===== src/rtl/uart_pkg.sv =====
// uart_pkg: constants, FSM state type and frame-length helper shared by the UART
// transmitter and its transmit scheduler.
package uart_pkg;

    localparam int unsigned UART_BAUD = 115200;

    typedef enum logic [1:0] {IDLE, SEND, WAIT} tx_state_e;

    // Twelve bit periods: the 11-bit frame plus one bit of margin, rounded up.
    function automatic int unsigned frame_cycles(input longint unsigned clk_hz, input longint unsigned baud);
        longint unsigned n;
        n = (64'd12 * clk_hz + baud - 64'd1) / baud;
        return n[31:0];
    endfunction

endpackage


===== src/rtl/uart_fifo.sv =====
// uart_fifo: synchronous FIFO with registered occupancy; the caller never pushes
// when full or pops when empty, and pointers wrap because DEPTH is a power of two.
module uart_fifo #(
    parameter int DEPTH = 16,
    parameter int WIDTH = 8
) (
    input  logic                     sys_clk_i,
    input  logic                     sys_rstn_i,
    input  logic                     push,
    input  logic                     pop,
    input  logic [WIDTH-1:0]         wdata,
    output logic [WIDTH-1:0]         rdata,
    output logic                     full,
    output logic                     empty,
    output logic [$clog2(DEPTH):0]   level
);

    localparam int AW = $clog2(DEPTH);

    logic [WIDTH-1:0] mem [DEPTH];
    logic [AW-1:0]    wp;
    logic [AW-1:0]    rp;

    always_ff @(posedge sys_clk_i or negedge sys_rstn_i)
        if (!sys_rstn_i) begin
            wp    <= '0;
            rp    <= '0;
            level <= '0;
        end else begin
            if (push) wp <= wp + 1'b1;
            if (pop) rp <= rp + 1'b1;
            level <= level + (AW+1)'(push) - (AW+1)'(pop);
        end

    always_ff @(posedge sys_clk_i)
        if (push) mem[wp] <= wdata;

    assign rdata = mem[rp];
    assign full  = level == (AW+1)'(DEPTH);
    assign empty = level == '0;

endmodule


===== src/rtl/uart_tx_sched.sv =====
// uart_tx_sched: round-robin merges two byte streams into a FIFO and drains it into
// the UART transmitter, pacing write strobes with a frame timer since it has no busy flag.
module uart_tx_sched
    import uart_pkg::*;
#(
    parameter int unsigned SYS_CLOCK_HZ = 50_000_000,
    parameter int unsigned BAUD         = UART_BAUD,
    parameter int unsigned FIFO_DEPTH   = 16
) (
    input  logic                          sys_clk_i,
    input  logic                          sys_rstn_i,
    input  logic                          cfg_en_i,
    input  logic                          req0_valid_i,
    input  logic [7:0]                    req0_data_i,
    output logic                          req0_ready_o,
    input  logic                          req1_valid_i,
    input  logic [7:0]                    req1_data_i,
    output logic                          req1_ready_o,
    output logic                          uart_wr_o,
    output logic [7:0]                    uart_dat_o,
    output logic [$clog2(FIFO_DEPTH):0]   fifo_level_o,
    output logic                          idle_o
);

    localparam int unsigned FRAME_CYCLES = frame_cycles(64'(SYS_CLOCK_HZ), 64'(BAUD));
    localparam int TW = FRAME_CYCLES > 1 ? $clog2(FRAME_CYCLES) : 1;
    localparam int LW = $clog2(FIFO_DEPTH) + 1;

    tx_state_e       state;
    logic [TW-1:0]   timer;
    logic            last;
    logic            full;
    logic            empty;
    logic            push0;
    logic            push1;
    logic            push;
    logic            pop;
    logic [7:0]      wdata;
    logic [7:0]      rdata;
    logic [LW-1:0]   level_nx;
    logic            idle_nx;

    // Grant goes to the requester not served last; a lone valid always wins.
    assign req0_ready_o = !full && (!req1_valid_i || last);
    assign req1_ready_o = !full && (!req0_valid_i || !last);
    assign push0        = req0_valid_i && req0_ready_o;
    assign push1        = req1_valid_i && req1_ready_o;
    assign push         = push0 || push1;
    assign wdata        = push1 ? req1_data_i : req0_data_i;
    assign pop          = state == IDLE && cfg_en_i && !empty;
    assign level_nx     = fifo_level_o + LW'(push) - LW'(pop);
    assign idle_nx      = level_nx == '0 && (state == IDLE ? !pop : state == WAIT && timer == '0);

    uart_fifo #(.DEPTH(FIFO_DEPTH), .WIDTH(8)) u_fifo (
        .sys_clk_i  (sys_clk_i),
        .sys_rstn_i (sys_rstn_i),
        .push       (push),
        .pop        (pop),
        .wdata      (wdata),
        .rdata      (rdata),
        .full       (full),
        .empty      (empty),
        .level      (fifo_level_o)
    );

    // The byte is latched on the pop, so it is stable a cycle before the strobe.
    always_ff @(posedge sys_clk_i or negedge sys_rstn_i)
        if (!sys_rstn_i) begin
            state      <= IDLE;
            timer      <= '0;
            last       <= 1'b1;
            uart_wr_o  <= 1'b0;
            uart_dat_o <= 8'h00;
            idle_o     <= 1'b1;
        end else begin
            uart_wr_o <= state == SEND;
            idle_o    <= idle_nx;
            if (push) last <= push1;
            case (state)
                IDLE: if (pop) begin
                    uart_dat_o <= rdata;
                    state      <= SEND;
                end
                SEND: begin
                    timer <= TW'(FRAME_CYCLES - 1);
                    state <= WAIT;
                end
                WAIT: if (timer == '0) state <= IDLE;
                      else timer <= timer - 1'b1;
                default: state <= IDLE;
            endcase
        end

endmodule


===== config.mk =====
export PLATFORM = sky130hd
export DESIGN_NAME = uart_tx_sched
export DESIGN_NICKNAME = d
export VERILOG_FILES = /design/src/rtl/uart_pkg.sv /design/src/rtl/uart_fifo.sv /design/src/rtl/uart_tx_sched.sv
export SDC_FILE = /design/constraint.sdc
export NUM_CORES = 1
export LEC_CHECK = 0
export CAP_MARGIN = 20
export CORE_MARGIN = 2
export CORE_UTILIZATION = 62
export CTS_BUF_LIST = sky130_fd_sc_hd__clkbuf_4 sky130_fd_sc_hd__clkbuf_8
export CTS_CLUSTER_DIAMETER = 30
export CTS_CLUSTER_SIZE = 10
export DETAILED_ROUTE_END_ITERATION = 8
export PLACE_DENSITY = 0.87
export SKIP_CTS_REPAIR_TIMING = 1
export SLEW_MARGIN = 15
export SYNTH_ARGS = -nofsm -noshare
export SYNTH_HDL_FRONTEND = slang
export SYNTH_HIERARCHICAL = 1
export SYNTH_SLANG_ARGS = --single-unit

===== constraint.sdc =====
create_clock -name sys_clk_i -period 3.6 [get_ports sys_clk_i]
set_input_delay 0.9 -clock sys_clk_i [delete_from_list [all_inputs] [get_ports sys_clk_i]]
set_output_delay 0.9 -clock sys_clk_i [all_outputs]
set_load 0.05 [all_outputs]

Fig. 1: run 1, metal 3
Cells faint in the background.
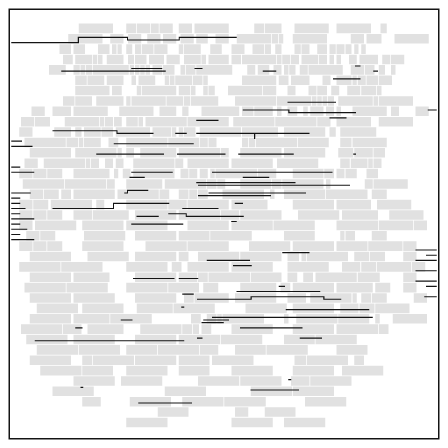
main direction: horizontal
share of all routed wire: 6.7%
nets with wire on the layer: 60
longest straight run: 41.9 µm
detailed-route via count: 3,897
total detailed-routing wirelength: 13,400 µm
GRT met3 Usage: 4.86%

Fig. 2: run 1, signal metal coverage by tile
Scale bar: 20 µm. 22 x 22 tiles, from white (low) to dark blue (high), scaled to the fullest tile. Values are wire area over tile area, all layers added.
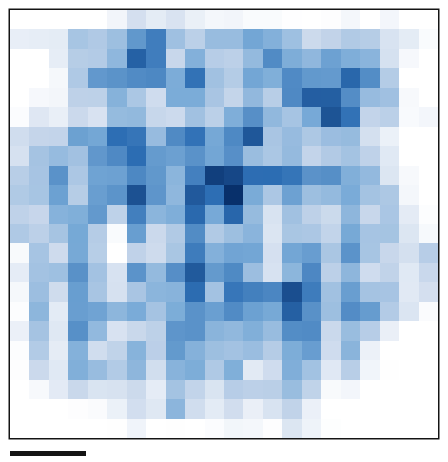
mean over tiles: 0.17
densest ninth of the die: center
fullest tile: 0.53
tiles over half the peak: 24%
emptiest ninth of the die: south-east
Total GRT Usage: 22.7%
WL/cell: 21.3 µm

==> GITHUB_STEP_SUMMARY, run 1 <==
### Flow metrics

| Metric | Value |
|---|---|
| Drt initial violations | 374 |
| Largest cells by area | edfxtp_1 (53%), dfrtp_1 (13%), mux4_2 (5.9%) |
| Vias in the first global route | 3,917 |
| Worst slew pin tran | 0.906 ns |
| Seq/Total Area, Yosys | 66.4% |
| Part of the power in registers | 43.0% |
| Peak supply drop | 0.577 mV |
| Yosys top cell area share | 52.9% |
| Final core utilization | 71.0% |
| Number of fill cells | 722 |
| Via density per instance | 6.21 |
| Reg2reg end | idle_o |
| Final Skew | 0.0132 ns |
| Fmax | 303 MHz |
| Power, Total | 6.70 mW |
| Worst setup SP type | flop |
| Period utilisation layout | 91.7% |
| Clock sink total | 167 |
| Hold endpoint | uart_dat_o[7] |
| Endpoints failing hold | 0 |
| Die Width | 112 µm |
| Dominant Register Cell | edfxtp_1 |
| CTS H-tree lvls | 4 |
| Longest Clk Path Bufs | 2 |
| Final net count | 512 |
| Synthesis Warnings | 6 |
| Share of layout cells above drive strength 1 | 16.3% |
| Crit Path Max Fanout | 5 |
| Max Slew Vio Count | 0 |
| Gp weighted congestion | 0.825 |
| Logic area | 2240 µm² |
| Pint | 4.20 mW |
| Synthesized area | 7270 µm² |
| Core Region | 11,400 µm² |
| First-pass GRT wire length | 21,200 µm |
| Synth Register Bits | 167 |
| Count of tool warnings | 30 |
| Clock power frac | 19.4% |
| Synth area leader | edfxtp_1 |
| Clk_lat worst skew | 0.48 ns |
| Die Size | 12,600 µm² |
| First-pass DRT Iterations | 6 |
| Tightest Hold Check Type | reg2reg |
| CTS tree | built |
| Finished Layout Cells | 628 |
| Commonest cells post-synth | edfxtp_1 (128), dfrtp_1 (37), inv_1 (22) |
| Post-synthesis average cell area | 17.0 µm² |
| LEAKAGE | 2.94 nW |
| Cells after DPL | 596 |
| Hpwl dp | 8960 µm |
| Final TNS setup | 0 ns |
| CTS buffer count | 17 |
| Kind of critical path | reg2out |
| Buffers added on ports | 37 |
| Status | completed |
| Yosys cell types | 54 |
| CP Data Required Time | 2.70 ns |
| Sw frac | 37.2% |
| Reg2Reg Setup Slack | 0.46 ns |
| Initial antenna violation count | 0 |
| Die height | 112 µm |
| Max cap viols | 0 |
| Post-synthesis cell count | 428 |
| FF-to-FF Start | u_fifo/level[2] |
| Largest net degree at the start of global routing | 40 |
Fig. 3: run 1, clock distribution
Scale bar: 20 µm.
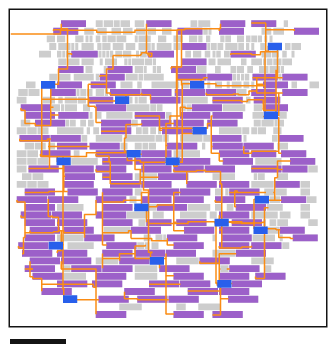
[cells driving clock nets] blue | count: 17
[flip-flops] purple | count: 167
[clock wires] orange | length: 1,800 µm
routed clock nets: 18

[run 1: placed cells by master, fill, tap and decap left out, types with 6 or more instances in the layout]
| master | count |
|---|---|
| dfrtp_1 | 36 |
| nand2_1 | 20 |
| mux4_1 | 13 |
| xnor2_1 | 9 |
| ha_1 | 17 |
| edfxtp_1 | 128 |
| mux2i_1 | 7 |
| inv_1 | 22 |
| a21oi_1 | 6 |
| and2_1 | 18 |
| mux2_2 | 12 |
| nor2_1 | 13 |
| nor3_1 | 6 |
| buf_4 | 6 |
| clkdlybuf4s50_1 | 35 |
| clkbuf_8 | 17 |
| a22oi_1 | 16 |
| mux4_2 | 19 |
[run 1: per-layer routing]
layer,vias to the layer above,global-route usage [%],part of all wire (%)
met5,-,0,0
met3,20,4.86,6.6
met1,1998,31.4,42
met2,136,36.0,49
met4,0,9.27,1.7
li1,1743,-,-
[run 1: cell type report]
cell class / instances / share of cell area [%]
Inverter: 22 / 1.02
Clock inverter: 14 / 1.79
Clock buffer: 18 / 2.98
Timing Repair Buffer: 42 / 4.94
Tap cell: 143 / 2.21
Multi-Input combinational cell: 222 / 27.6
Sequential cell: 167 / 59.5
[run 1: logic make-up after synthesis]
| family | share of synthesized area (%) |
|---|---|
| compound gates | 4.13 |
| simple gates | 7.23 |
| fa+ha+maj | 3.48 |
| xor+xnor | 1.69 |
| buf+inv | 2.91 |
| flops | 66.4 |
| mux | 14.2 |
[run 1: registers in the layout, summed over array words and instances (netlist names)]
name,flops
u_fifo/mem,128
timer,13
uart_dat_o,8
u_fifo/level,5
u_fifo/rp,4
u_fifo/wp,4
state,2
idle_o,1
last,1
uart_wr_o,1
[run 1: worst max-delay path, cell delays in order (launching register included)]
cell and delay (ns):
dfrtp_1 0.46, inv_1 0.09, ha_1 0.22, and4_1 0.22, a21oi_1 0.12, clkdlybuf4s50_1 0.81
[run 1: power groups by stage]
stage / clock (mW) / combinational [mW] / sequential, mW
6_report: 1.30 / 2.52 / 2.88
4_1_cts: 1.33 / 2.54 / 2.88
3_5_place_dp: 0 / 2.53 / 2.92
3_3_place_gp: 0 / 2.41 / 2.89
5_1_grt: 1.40 / 2.73 / 2.93
2_1_floorplan: 0 / 1.75 / 3.02
[run 1: worst max-delay path by stage]
stage,from,cells past startpoint,endpoint
floorplan,u_fifo/level[3],13,idle_o
global placement,req1_valid_i,11,idle_o
detailed placement,req1_valid_i,11,idle_o
CTS,u_fifo/level[2],5,req0_ready_o
global route,u_fifo/level[2],5,req0_ready_o
finish,u_fifo/level[2],5,req0_ready_o
[run 1: stage by stage]
stage	instance area [µm²]	setup slack, ns
6_report	8110	0.300
5_1_grt	8110	0.166
4_1_cts	8110	0.279
3_5_place_dp	7720	0.0864
3_3_place_gp	7720	0.217
2_1_floorplan	7270	0.130
Fig. 4: run 1, layout detail
Window x 36 to 76, y 36 to 76 µm. Cells in gray, sequential cells in the stronger gray; small squares are vias.
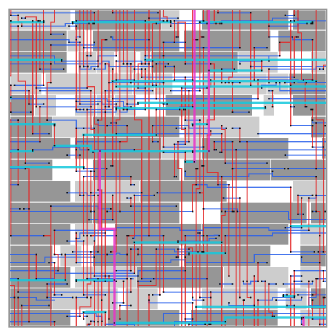

==> run 1 -> run 2 <==
- CTS_CLUSTER_SIZE: 10 -> 30
- GPL_ROUTABILITY_DRIVEN: unset -> 0
- SLEW_MARGIN: 15 -> 30
Fig. 5: run 2, layout detail
Window x 36 to 76, y 36 to 76 µm. Cells in gray, sequential cells in the stronger gray; small squares are vias.
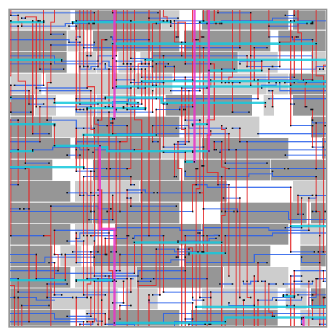
[met2] red
[met4] magenta
[met3] cyan
[met1] blue
most frequent: edfxtp_1 (30), a22oi_1 (8), and2_1 (6)
cells with their middle in the window: 67
sequential cells in the window: 31
netlist names of flops here include: u_fifo/mem (30), uart_dat_o (1)

Fig. 6: run 2, the clock network
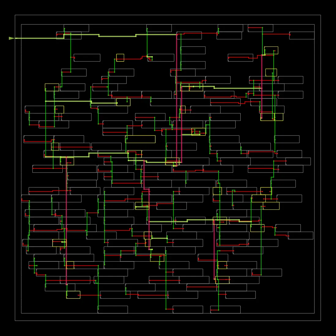
clk_lat worst skew: 0.48 ns
Final Skew: 0.0133 ns
Flops: 167

==> GITHUB_STEP_SUMMARY, run 2 <==
### Flow metrics

| Metric | Value |
|---|---|
| Status | completed |
| Peak supply drop | 0.577 mV (about the same) |
| Count of tool warnings | 30 (unchanged) |
| Final net count | 512 (unchanged) |
| Final core utilization | 71.0% (about the same) |
| Worst setup SP type | flop |
| Final TNS setup | 0 ns (unchanged) |
| Vias in the first global route | 3,917 (unchanged) |
| Synth area leader | edfxtp_1 |
| Number of nets at floorplan | 468 |
| Die height | 112 µm (unchanged) |
| Critical Path Max Stage Delay | 0.81 ns (about the same) |
| FFs w/ async S/R, synth | 23.4% |
| Slew margin rel. | 48.1% |
| Critical path cell sequence | inv_1 > ha_1 > and4_1 > a21oi_1 > clkdlybuf4s50_1 |
| Most flop-heavy register | u_fifo/mem |
| EDFF count, synth | 128 |
| Clock Root Buffer | clkbuf_8 |
| Via density per instance | 6.23 (+0.44%) |
| Worst Setup End Kind | primary output |
| Die Size | 12,600 µm² (unchanged) |
| I/O Pins | 38 |
| WP data arrival | 2.40 ns |
| Yosys cell types | 54 (unchanged) |
| Worst hold slack | 0.388 ns |
| Core Region | 11,400 µm² (unchanged) |
| WL/cell | 21.4 µm (+0.22%) |
| Antenna Cells | 0 |
| Longest Clk Path Bufs | 2 (unchanged) |
| Power Density | 826 nW/µm² |
| Ao+oa area frac | 4.13% (unchanged) |
| AND/OR/NAND/NOR Cells, Area Fraction | 7.23% (unchanged) |
| CP Data Required Time | 2.70 ns (about the same) |
| Die Width | 112 µm (unchanged) |
| Post-synth area from yosys stat | 7270 µm² |
| Synth top cell by count | edfxtp_1 |
| Synth Register Bits | 167 (unchanged) |
| CTS tree | built |
| Largest cells by area | edfxtp_1 (53%), dfrtp_1 (13%), mux4_2 (5.9%) |
| Core Rows | 39 |
| Final number of setup-violating endpoints | 0 |
| Detailed-route via count | 3,914 (+0.44%) |
| Commonest cells post-synth | edfxtp_1 (128), dfrtp_1 (37), inv_1 (22) |
| Max Slew Vio Count | 0 (unchanged) |
| Crit Path Max Fanout | 5 (unchanged) |
| ANT nets after route | 0 |
| Worst slew pin tran | 0.779 ns (-0.128 ns) |
| Kind of critical path | reg2out |
| Pre-Place Util | 63.6% |
| Total detailed-routing wirelength | 13,400 µm (+0.22%) |
| GRT overflow | 0 |
| Cells after DPL | 596 (unchanged) |
| Synthesis Warnings | 6 (unchanged) |
| Drt initial violations | 381 (+1.9%) |
| First-pass DRT Iterations | 5 (-1) |
| Share of layout cells above drive strength 1 | 16.3% (unchanged) |
| Largest register FFs | 128 (unchanged) |
| Dominant logic cell type in the layout | edfxtp_1 |
| DRC errors left | 0 |
| Synthesized area | 7270 µm² (unchanged) |
| Dominant Register Cell | edfxtp_1 |
| Tightest Hold Check Type | in2async |
| Largest regs | u_fifo/mem: 128 flops, timer: 13 flops, uart_dat_o: 8 flops |
| Synth logic family | multiplexers |
| Max cap viols | 0 (unchanged) |
| Buffers added on ports | 37 (unchanged) |
| Finished Layout Cells | 628 (unchanged) |
| Final worst path period need | 3.30 ns |
| Yosys cell count | 428 |
| LEAKAGE | 2.94 nW (about the same) |
| RSZ-0062 raised after global routing | false |
| Mux share | 14.2% (unchanged) |
| Seq/Total Area, Yosys | 66.4% (unchanged) |
| Reg2Reg Setup Slack | 0.46 ns (about the same) |
| Total placed instance area | 7720 µm² (unchanged) |
| Period utilisation layout | 91.6% (about the same) |
| Yosys top cell area share | 52.9% (unchanged) |
| Syn-to-layout area delta | 11.7% |
| Post-synthesis cell count | 428 (unchanged) |
| Post-synthesis average cell area | 17.0 µm² (unchanged) |
| Initial antenna violation count | 0 (unchanged) |
| Fmax | 303 MHz (about the same) |
| Clock sink total | 167 (unchanged) |
| Final Cell Area | 8110 µm² (about the same) |
| Total GRT Usage | 22.7% (unchanged) |
| Synth Area in XOR/XNOR | 1.69% (unchanged) |
| Endpoints failing hold | 0 (unchanged) |
| Largest net degree at the start of global routing | 40 (unchanged) |
| First-pass GRT wire length | 21,200 µm (unchanged) |
| Hpwl dp | 8960 µm (unchanged) |
| Most frequent cells in the layout | edfxtp_1 (128), dfrtp_1 (36), clkdlybuf4s50_1 (35), inv_1 (22), nand2_1 (20) |
| Critical path's slowest cell | clkdlybuf4s50_1 |
| CTS H-tree lvls | 4 (unchanged) |
| Worst-path clk slew | 0.10 ns |
| Adder-cell share of the synthesized area | 3.48% (unchanged) |
| CTS buffer count | 17 (unchanged) |
==> run 2: per-stage QoR <==
step | setup WS, ns | total power [mW]
4_1_cts | 0.279 | 6.74
3_5_place_dp | 0.0864 | 5.45
5_1_grt | 0.166 | 7.06
3_3_place_gp | 0.217 | 5.30
6_report | 0.302 | 6.70
2_1_floorplan | 0.130 | 4.76
==> run 2: cell families (layout without fill, tap and decap cells) <==
| logic type | count (synthesis) | in the layout |
|---|---|---|
| adders and majority gates | 19 | 19 |
| xor gates and xnor gates | 14 | 14 |
| muxes | 56 | 56 |
| DFF | 167 | 167 |
| buffers and inverters | 39 | 96 |
| and+or+nand+nor | 93 | 93 |
| AOI/OAI and AO/OA | 40 | 40 |
==> run 2: worst paths after layout <==
kind	startpoint	endpoint	cells past startpoint
max	u_fifo/level[2]	req0_ready_o	5
min	sys_rstn_i	timer[10]	1
max reg2reg	u_fifo/level[2]	idle_o	12
min reg2reg	uart_dat_o[7]	uart_dat_o[7]	1
max in group asynchronous	sys_rstn_i	u_fifo/rp[0]	1
min in group sys_clk_i	uart_dat_o[7]	uart_dat_o[7]	1
==> run 2: worst max-delay path, delay by kind of cell (launching register included) <==
kind | cells | cell delay [ns]
flip-flops | 1 | 0.46
AND/OR/NAND/NOR | 1 | 0.22
AND-OR/OR-AND | 1 | 0.12
adder cells (fa/ha/maj) | 1 | 0.22
buffers and inverters | 2 | 0.90
==> run 2: area by class of cell <==
cell class	count	area (µm²)
inverters	22	82.6
fillers	722	3310
clock buffers	18	241
flip-flops and latches	167	4820
repair buffers	42	403
clock inverters	14	145
multi-input cells	222	2240
well taps	143	179
==> run 2: per-layer routing <==
layer	wire length, µm	global-route usage [%]	vias up	part of all wire [%]
li1	-	-	1743	-
met1	5630	31.4	2003	42
met2	6650	36.0	147	49
met3	914	4.86	21	6.8
met4	249	9.27	0	1.9
met5	0	0	-	0
==> run 2: report_power, final <==
group	internal [mW]	switching, mW
logic	1.10	1.42
clock network	0.574	0.727
registers	2.53	0.349
Power figures rest on the tool's default switching activity, not on a simulated workload.
